==> config.mk <==
export PLATFORM = sky130hd
export DESIGN_NAME = alu_cmd_sequencer
export DESIGN_NICKNAME = d
export VERILOG_FILES = /design/src/rtl/alu_cmd_sequencer.sv
export SDC_FILE = /design/constraint.sdc
export NUM_CORES = 1
export LEC_CHECK = 0
export CORE_MARGIN = 1
export CORE_UTILIZATION = 53
export DETAILED_ROUTE_END_ITERATION = 8
export MAX_ROUTING_LAYER = met4
export PLACE_DENSITY_LB_ADDON = 0.15
export SETUP_SLACK_MARGIN = 0.1
export SLEW_MARGIN = 20
export SYNTH_ARGS = -nofsm -noshare
export SYNTH_HDL_FRONTEND = slang
export SYNTH_SLANG_ARGS = --single-unit
export TNS_END_PERCENT = 100
==> constraint.sdc <==
create_clock -name clk -period 12.5 [get_ports clk]
set_input_delay 3.75 -clock clk [delete_from_list [all_inputs] [get_ports clk]]
set_output_delay 3.75 -clock clk [all_outputs]
set_load 0.01 [all_outputs]
==> src/rtl/alu_cmd_sequencer.sv <==
// alu_cmd_sequencer: fetches operands from an 8 x 32-bit register file, drives
// an external combinational ALU and writes the result back, one command every
// three cycles (IDLE -> EXEC -> WB).
// Optional feature: define ATOMIC_CAS_EN to turn opcode 111 into a
// compare-and-swap (R[a1] == R[a3] ? R[a1] <= R[a2]) with status in R7.
// Without it, opcode 111 is passed to the ALU like any other opcode.
module alu_cmd_sequencer (
    input  logic        clk,
    input  logic        rst,
    input  logic        cmd_valid,
    output logic        cmd_ready,
    input  logic [11:0] command,
    output logic [2:0]  alu_op_code,
    output logic [31:0] data_a,
    output logic [31:0] data_b,
    input  logic [31:0] y,
    input  logic        O,
    input  logic        C,
    input  logic        Z,
    input  logic        N,
    output logic        done,
    output logic [3:0]  flags,
    output logic        cas_success,
    input  logic [2:0]  rd_addr,
    output logic [31:0] rd_data
);

    localparam int unsigned DATA_W  = 32;
    localparam int unsigned ADDR_W  = 3;
    localparam int unsigned OP_W    = 3;
    localparam int unsigned FLAG_W  = 4;
    localparam int unsigned NREG    = 8;

    localparam logic [OP_W-1:0]   OP_SUB     = 3'b001;
    localparam logic [ADDR_W-1:0] STATUS_REG = 3'd7;

    typedef enum logic [1:0] {
        S_IDLE = 2'd0,
        S_EXEC = 2'd1,
        S_WB   = 2'd2
    } state_t;

    state_t                 state_q, state_d;
    logic                   ready_q, ready_d;
    logic [ADDR_W-1:0]      dst_q, dst_d;
    logic [DATA_W-1:0]      regs_q [NREG];
    logic [DATA_W-1:0]      regs_d [NREG];
    logic [OP_W-1:0]        op_q, op_d;
    logic [DATA_W-1:0]      a_q, a_d;
    logic [DATA_W-1:0]      b_q, b_d;
    logic                   done_q, done_d;
    logic [FLAG_W-1:0]      flags_q, flags_d;

    logic [OP_W-1:0]        new_opc;
    logic [ADDR_W-1:0]      new_a1, new_a2, new_a3;

    assign new_opc = command[11:9];
    assign new_a1  = command[8:6];
    assign new_a2  = command[5:3];
    assign new_a3  = command[2:0];

`ifdef ATOMIC_CAS_EN
    logic                   cas_op_q, cas_op_d;
    logic [ADDR_W-1:0]      src1_q, src1_d;
    logic [ADDR_W-1:0]      src2_q, src2_d;
    logic                   cas_q, cas_d;
    logic                   new_cas;

    assign new_cas = (new_opc == 3'b111);
`endif

    // Next-state, operand launch and writeback decode
    always_comb begin
        state_d = state_q;
        dst_d   = dst_q;
        regs_d  = regs_q;
        op_d    = op_q;
        a_d     = a_q;
        b_d     = b_q;
        done_d  = 1'b0;
        flags_d = flags_q;
`ifdef ATOMIC_CAS_EN
        cas_op_d = cas_op_q;
        src1_d   = src1_q;
        src2_d   = src2_q;
        cas_d    = cas_q;
`endif

        case (state_q)
            S_IDLE: begin
                if (cmd_valid) begin
                    dst_d   = new_a3;
                    a_d     = regs_q[new_a1];
                    op_d    = new_opc;
                    b_d     = regs_q[new_a2];
`ifdef ATOMIC_CAS_EN
                    cas_op_d = new_cas;
                    src1_d   = new_a1;
                    src2_d   = new_a2;
                    if (new_cas) begin
                        op_d = OP_SUB;
                        b_d  = regs_q[new_a3];
                    end
`endif
                    state_d = S_EXEC;
                end
            end
            S_EXEC: begin
                state_d = S_WB;
                done_d  = 1'b1;
                flags_d = {O, C, Z, N};
`ifdef ATOMIC_CAS_EN
                cas_d = 1'b0;
                if (cas_op_q) begin
                    if (Z) begin
                        regs_d[src1_q] = regs_q[src2_q];
                    end
                    // Status write comes last so it wins when a1 is R7
                    regs_d[STATUS_REG] = DATA_W'(Z);
                    cas_d = Z;
                end else begin
                    regs_d[dst_q] = y;
                end
`else
                regs_d[dst_q] = y;
`endif
            end
            S_WB: begin
                state_d = S_IDLE;
            end
            default: begin
                state_d = S_IDLE;
            end
        endcase

        ready_d = (state_d == S_IDLE);
    end

    // State and datapath registers
    always_ff @(posedge clk or posedge rst) begin
        if (rst) begin
            state_q <= S_IDLE;
            ready_q <= 1'b1;
            dst_q   <= '0;
            regs_q  <= '{default: '0};
            op_q    <= '0;
            a_q     <= '0;
            b_q     <= '0;
            done_q  <= 1'b0;
            flags_q <= '0;
`ifdef ATOMIC_CAS_EN
            cas_op_q <= 1'b0;
            src1_q   <= '0;
            src2_q   <= '0;
            cas_q    <= 1'b0;
`endif
        end else begin
            state_q <= state_d;
            ready_q <= ready_d;
            dst_q   <= dst_d;
            regs_q  <= regs_d;
            op_q    <= op_d;
            a_q     <= a_d;
            b_q     <= b_d;
            done_q  <= done_d;
            flags_q <= flags_d;
`ifdef ATOMIC_CAS_EN
            cas_op_q <= cas_op_d;
            src1_q   <= src1_d;
            src2_q   <= src2_d;
            cas_q    <= cas_d;
`endif
        end
    end

    assign cmd_ready   = ready_q;
    assign alu_op_code = op_q;
    assign data_a      = a_q;
    assign data_b      = b_q;
    assign done        = done_q;
    assign flags       = flags_q;
    assign rd_data     = regs_q[rd_addr];
`ifdef ATOMIC_CAS_EN
    assign cas_success = cas_q;
`else
    assign cas_success = 1'b0;
`endif

endmodule

==> run_1/final_congestion.png <==
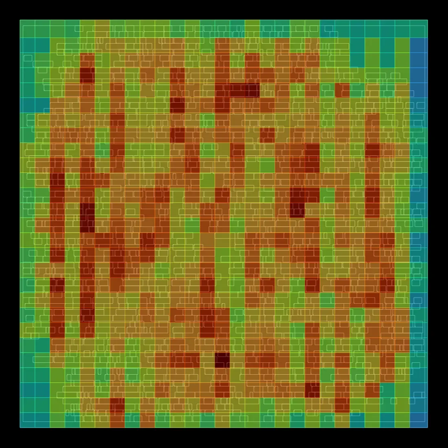
met1 track utilization from global routing: 38.76%
global-route track usage on met2: 46.88%
post-DR wirelength/cell: 25.36 um

==> run_1/metal_stack.png <==
Only two layers are drawn.
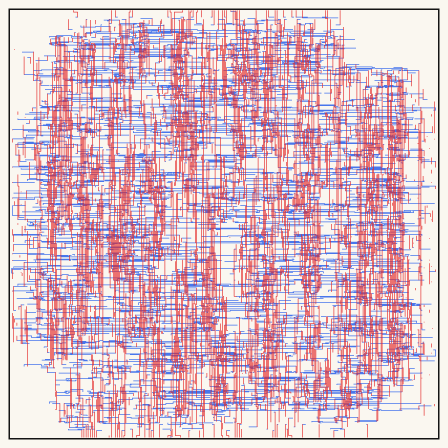
- red: met2 (wire length 24.0 mm)
- blue: met1 (wire length 21.5 mm)
final WL: 49430 um
GRT Overall Usage: 29.22%
total number of vias: 12567

==> Table 3: Implementation characteristics, run 1 <==
Physical implementation characteristics

Parameter                              Value

Clock tree
  Deepest clock path buffer count    3
  Insertion delay at the late pin of the worst-skew pair    ~0.53 ns
  Num CTS Buffers    39
  Clock tree from TritonCTS    done
  CTS hold repair buffers    0
  Root cell of the clock tree    sky130_fd_sc_hd__clkbuf_16
  Gates resized, CTS repair    0
  H-tree level count    2

Power
  Combinational share of power    34.8%
  Int Pwr    around 3600 uW
  Net Sw Frac    about a third
  Clock group power    around 1300 uW
  Power attributed to sequential cells    2110 uW
  Power per unit of standard cell area    239.4 mW/mm^2
  Clock share of power    24.3%
  Main power group    registers
  Static leakage    0.009215 uW
  Share of total power in sequential cells    between 40% and 50%
  PnR Total Power    just over 5000 uW
  Combinational Power    between 1500 and 2000 uW

Floorplan
  Chip Area    about 0.035 mm^2
  Number of top-level design ports    ~160
  Standard cell core area    0.03370 mm^2
  Number of tap cells added at floorplan    between 400 and 500
  # rows    around 67

Flow run
  Log Warnings    28

Synthesis
  Cell type with the largest total area    sky130_fd_sc_hd__dfrtp_1
  Fa+ha+maj area frac    0%
  Total of flip-flops plus latches after synthesis    between 300 and 400
  Yosys top cell area share    between 40% and 50%
  Most popular library cell in the synthesized design by count    sky130_fd_sc_hd__mux2_2
  Part of the Yosys area used for sequential elements    45.80%
  Main area contributors    sky130_fd_sc_hd__dfrtp_1, sky130_fd_sc_hd__mux2_2, sky130_fd_sc_hd__mux4_2
  Synthesized chip area reported by yosys    about 0.018 mm^2
  Cell Area, Synth    0.01825 mm^2
  Number of cells in the yosys synthesis report    between 1000 and 1500
  Post-Syn Area per Cell    ~13 um^2
  Most instantiated flip-flop cell in the synthesis netlist    sky130_fd_sc_hd__dfrtp_1
  Yosys xor share    0%
  Number of enable flip-flop cells    0
  Ys async rst share    100.0%

Timing
  Setup tns final    0 ns
  Endpoints failing hold    0
  Unrepaired setup endpoints after global routing    no
  Shortest clock period the worst path allows after layout    about 10 ns
  Fin crit share    78.79%
  Actual slew at the worst max-slew pin    approximately 1.2 ns
  Slew Limit Headroom    between 20% and 30%
  Final setup violation count    0

Route
  Iteration count of the initial detailed-routing pass    5
  First DRT Iteration DRCs    907
  Routed length on met2    around 24000 um
  DR vias/cell    6.448
  Post-route antenna net violation count    0
  Highest metal layer with signal wires    met4

Critical path
  Crit Path Category    in2out
  Crit path DAT    6.10 ns
  Kind of capture point of the worst setup path    output pin
  Slowest stage cell on the critical path    sky130_fd_sc_hd__mux4_2
  Buffers & Inverters on Critical Path    3
  Maximum fanout along the worst path    33
  Crit path DRT    8.75 ns

Placed design
  Half-perimeter wire length after detailed placement    approximately 28000 um
  Routability cong.    approximately 0.8
  Input/output buffers    around 160

Cells and area
  Clock network area share    6.637%
  Filler cell count in the final layout    2623
  Largest class    combinational gates
  Share of cell area taken by multi-input logic gates    43.65%
  Flip-flop and latch share of the layout cell area    between 30% and 40%
  Max reg flops    about 260
  Largest Register    regs_q
  Diode count    1
  Proportion of layout cells with a drive suffix above 1    35.93%
  Count of clock-net buffers in the final layout    58
  FF+latch area    0.008359 mm^2
  Final nets    around 1500
  Top logic cell by instance count in the layout    sky130_fd_sc_hd__mux2_2
  Non-clock buffer share    approximately 8.4%
  Inverter count    4
  Number of buffers other than clock buffers in the final layout    185

Global routing
  GRT Residual Overflow    0
  Layer with the highest usage after global routing    met2
  Vias in the first global route    approximately 13000
  Met3 Use GR    3.388%

Status
  Result of the run    finished clean
==> run_1/pdn.png <==
Bar = 50 um. Pins as bars on the die edge. Tap cells in grey.
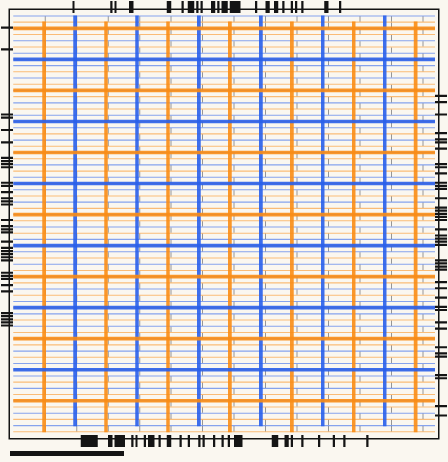
- blue: VDD
- orange: VSS
- tap cells: 448
- met5 straps: 13
- signal pins: 160
- rows: 67

==> run_1/met4.png <==
Cells faint in the background.
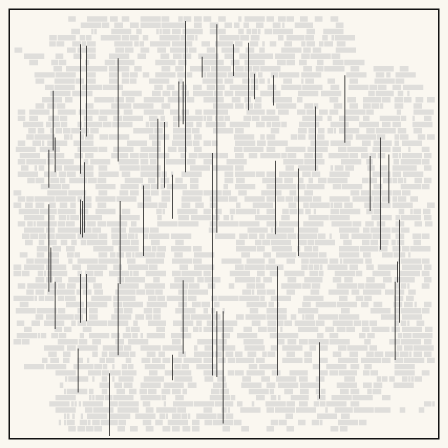
- wire length on this layer: 1460 um
- main direction: vertical
- share of all routed wire: 3.0%
- nets with wire on the layer: 21

==> run 1: per-stage QoR <==
step	instance area, um^2	util [%]	instances	setup WS, ns
floorplan	18260	-	1358	3.622
global placement	20150	59.81	1876	2.646
detailed placement	20150	59.81	1876	2.631
CTS	21590	64.06	1947	2.623
global route	21620	64.17	1949	2.548
finish	21620	64.17	1949	2.652
==> run 1: path summary, 6_finish.rpt <==
path / to / slack, ns / from / cells after the start
min in group asynchronous: data_a[4] / 3.81 / rst / 3
setup reg to reg: regs_q[87] / 9.67 / state_q[1] / 4
hold reg to reg: data_a[10] / 0.47 / data_a[10] / 2
hold / removal: data_a[10] / 0.47 / data_a[10] / 2
setup / recovery: rd_data[9] / 2.65 / rd_addr[1] / 5
max in group asynchronous: data_a[13] / 7.39 / rst / 4
==> run_1/zoom.png <==
Window x 128 to 153, y 34 to 59 um. Cells in grey, sequential cells in the stronger grey; small squares are vias.
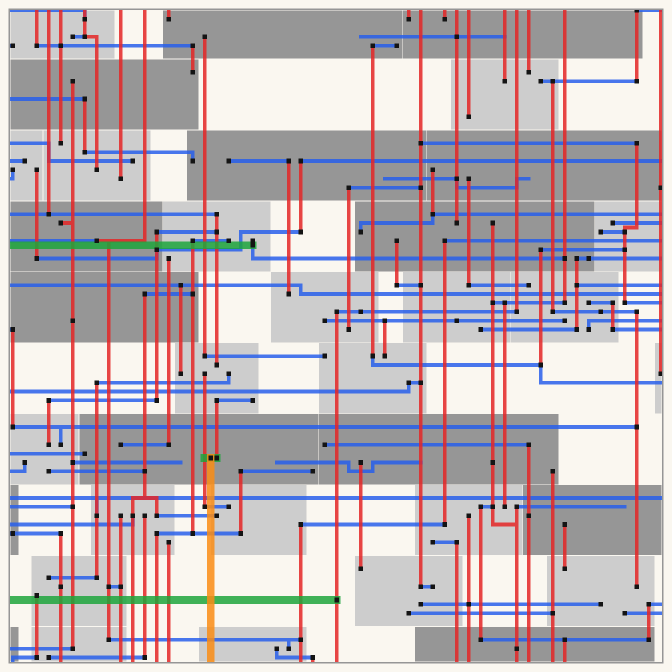

==> run 1 -> run 2 <==
==> constraint.sdc (replaced) <==
create_clock -name clk -period 8.8 [get_ports clk]
set_input_delay 2.64 -clock clk [delete_from_list [all_inputs] [get_ports clk]]
set_output_delay 2.64 -clock clk [all_outputs]
set_load 0.01 [all_outputs]
==> run_2/zoom.png <==
Window x 128 to 153, y 34 to 59 um. Cells in grey, sequential cells in the stronger grey; small squares are vias.
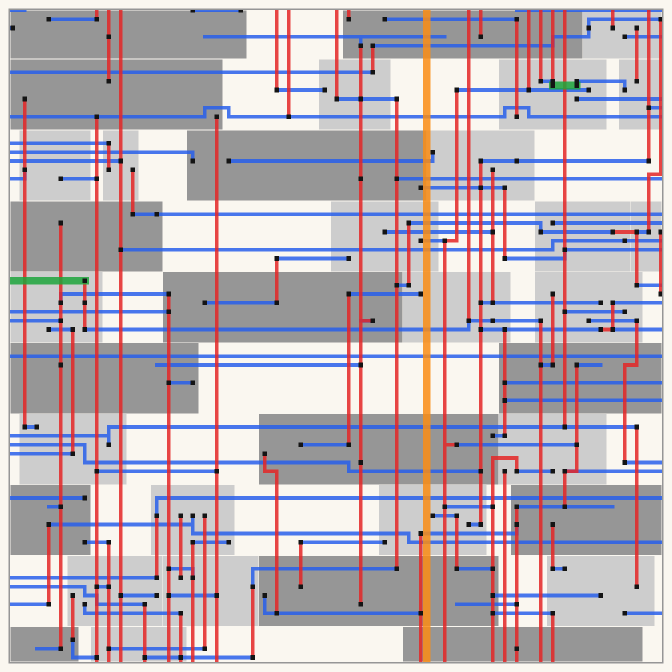
- blue: met1
- orange: met4
- green: met3
- red: met2
- sequential cells in the window: 12
- cells with their middle in the window: 31
- most frequent: dfrtp_1 (12), mux2_2 (6)
- netlist names of flops here include: `regs_q` (11), `data_a` (1)

==> run 2 against run 1 <==
  * Non-clock buffer count decreased by 3
  * First-iteration DRC count is 13% lower
  * Final cell count is 0.36% lower
  * Critical endpoint is now rd_data[0]
  * Flip-flop count stayed put
  * Clock power increased by 23%
==> Table 3: Implementation characteristics, run 2 <==
Physical implementation characteristics

Parameter                              Value

Synthesis
  Synthesized chip area reported by yosys    0.01825 mm^2 (unchanged)
  Part of the Yosys area used for sequential elements    45.80% (unchanged)
  Total of flip-flops plus latches after synthesis    334 (unchanged)
  Post-Syn Area per Cell    13.44 um^2 (unchanged)
  Cell type with the largest total area    sky130_fd_sc_hd__dfrtp_1 (unchanged)
  Yosys top cell area share    45.66% (unchanged)
  Cell Area, Synth    0.01825 mm^2 (unchanged)
  Fa+ha+maj area frac    0% (unchanged)
  Most instantiated flip-flop cell in the synthesis netlist    sky130_fd_sc_hd__dfrtp_1 (unchanged)
  Number of enable flip-flop cells    0 (unchanged)
  Number of cells in the yosys synthesis report    1358 (unchanged)

Global routing
  GRT Residual Overflow    0 (unchanged)
  GRT Overall Usage    29.34% (was 29.22%)

Floorplan
  Chip Area    0.03518 mm^2 (unchanged)
  Number of tap cells added at floorplan    448 (unchanged)
  # rows    67 (unchanged)
  Number of top-level design ports    160 (unchanged)

Cells and area
  Proportion of layout cells with a drive suffix above 1    35.07% (was 35.93%)
  Count of clock-net buffers in the final layout    63 (was 58)
  Flip-flop and latch share of the layout cell area    39.06% (was 38.66%)
  FF+latch area    0.008359 mm^2 (unchanged)
  Share of cell area taken by multi-input logic gates    44.11% (was 43.65%)
  Largest class    combinational gates (unchanged)
  Diode count    0 (was 1)
  Largest Register    regs_q (unchanged)
  Max reg flops    256 (unchanged)
  Non-clock buffer share    8.431% (was 8.367%)
  Number of buffers other than clock buffers in the final layout    182 (was 185)
  Clock network area share    5.689% (was 6.637%)
  Final nets    1521 (was 1524)
  Final design instance area without fill    0.02140 mm^2 (was 0.02162 mm^2)
  Inverter count    4 (unchanged)
  Filler cell count in the final layout    2581 (was 2623)
  Final Instance Count excl. Fillers    1942 (was 1949)

Critical path
  Buffers & Inverters on Critical Path    3 (unchanged)
  Maximum fanout along the worst path    29 (was 33)
  Crit path DAT    4.75 ns (was 6.10 ns)
  R2R depth    4 (unchanged)

Route
  Final WL    49590 um (was 49430 um)
  DR vias/cell    6.432 (was 6.448)
  Post-route antenna net violation count    0 (unchanged)
  Routed length on met2    24030 um (was 24000 um)
  Iteration count of the initial detailed-routing pass    5 (unchanged)
  Total number of vias    12491 (was 12567)

Timing
  Setup tns final    0 ns (unchanged)
  Slew Limit Headroom    15.96% (was 21.01%)
  Minimum setup slack in the final design    1.409 ns (was 2.652 ns)
  Endpoints failing hold    0 (unchanged)
  Actual slew at the worst max-slew pin    1.261 ns (was 1.181 ns)
  Fin crit share    between 80% and 90%

Placed design
  Cell Count Post-Placement    1874 (was 1876)
  Routability cong.    0.7846 (was 0.7858)
  Half-perimeter wire length after detailed placement    27140 um (was 27550 um)
  Post-placement setup slack    1.383 ns (was 2.631 ns)
  Standard cell area after detailed placement    0.02018 mm^2 (was 0.02015 mm^2)

Clock tree
  Num CTS Buffers    39 (unchanged)
  Insertion delay at the late pin of the worst-skew pair    0.53 ns (about the same)
  Root cell of the clock tree    sky130_fd_sc_hd__clkbuf_16 (unchanged)
  Deepest clock path buffer count    3 (unchanged)
  CTS hold repair buffers    0 (unchanged)

Worst hold path
  Critical hold path startpoint    data_b[11] (was data_a[10])
  Endpoint of the worst hold path    data_b[11] (was data_a[10])
  Worst hold path cell count    2 (unchanged)

Status
  Result of the run    finished clean (unchanged)

Power
  PnR Total Power    7125 uW (was 5176 uW)
  Combinational Power    2570 uW (was 1800 uW)
  Int Pwr    4836 uW (was 3550 uW)
  Main power group    registers (unchanged)
  Net Sw Frac    32.12% (was 31.41%)
  Power per unit of standard cell area    332.9 mW/mm^2 (was 239.4 mW/mm^2)
## run 2: netlist changes by cell type in the layout (fill, tap and decap cells not counted), sizes merged
cell    delta
diode      -1
clkinv     -2
bufinv     -6
clkbuf     +5
buf        -3
## run 2: how the worst max path moves through the flow
stage          startpoint              to  cells past startpoint
3_3_place_gp   rd_addr[0]      rd_data[2]                      5
3_5_place_dp   rd_addr[0]      rd_data[7]                      5
4_1_cts        rd_addr[0]      rd_data[0]                      5
5_1_grt        rd_addr[0]      rd_data[3]                      5
2_1_floorplan         rst  alu_op_code[0]                      1
6_report       rd_addr[0]      rd_data[0]                      5
## run 2: layer usage
layer  GRT usage, %  up-vias
met3          4.473       93
met4          8.599        0
li1               -     5422
met5              -        -
met2          46.15      427
met1          39.51     6549
Power and IR drop assume default switching activity.
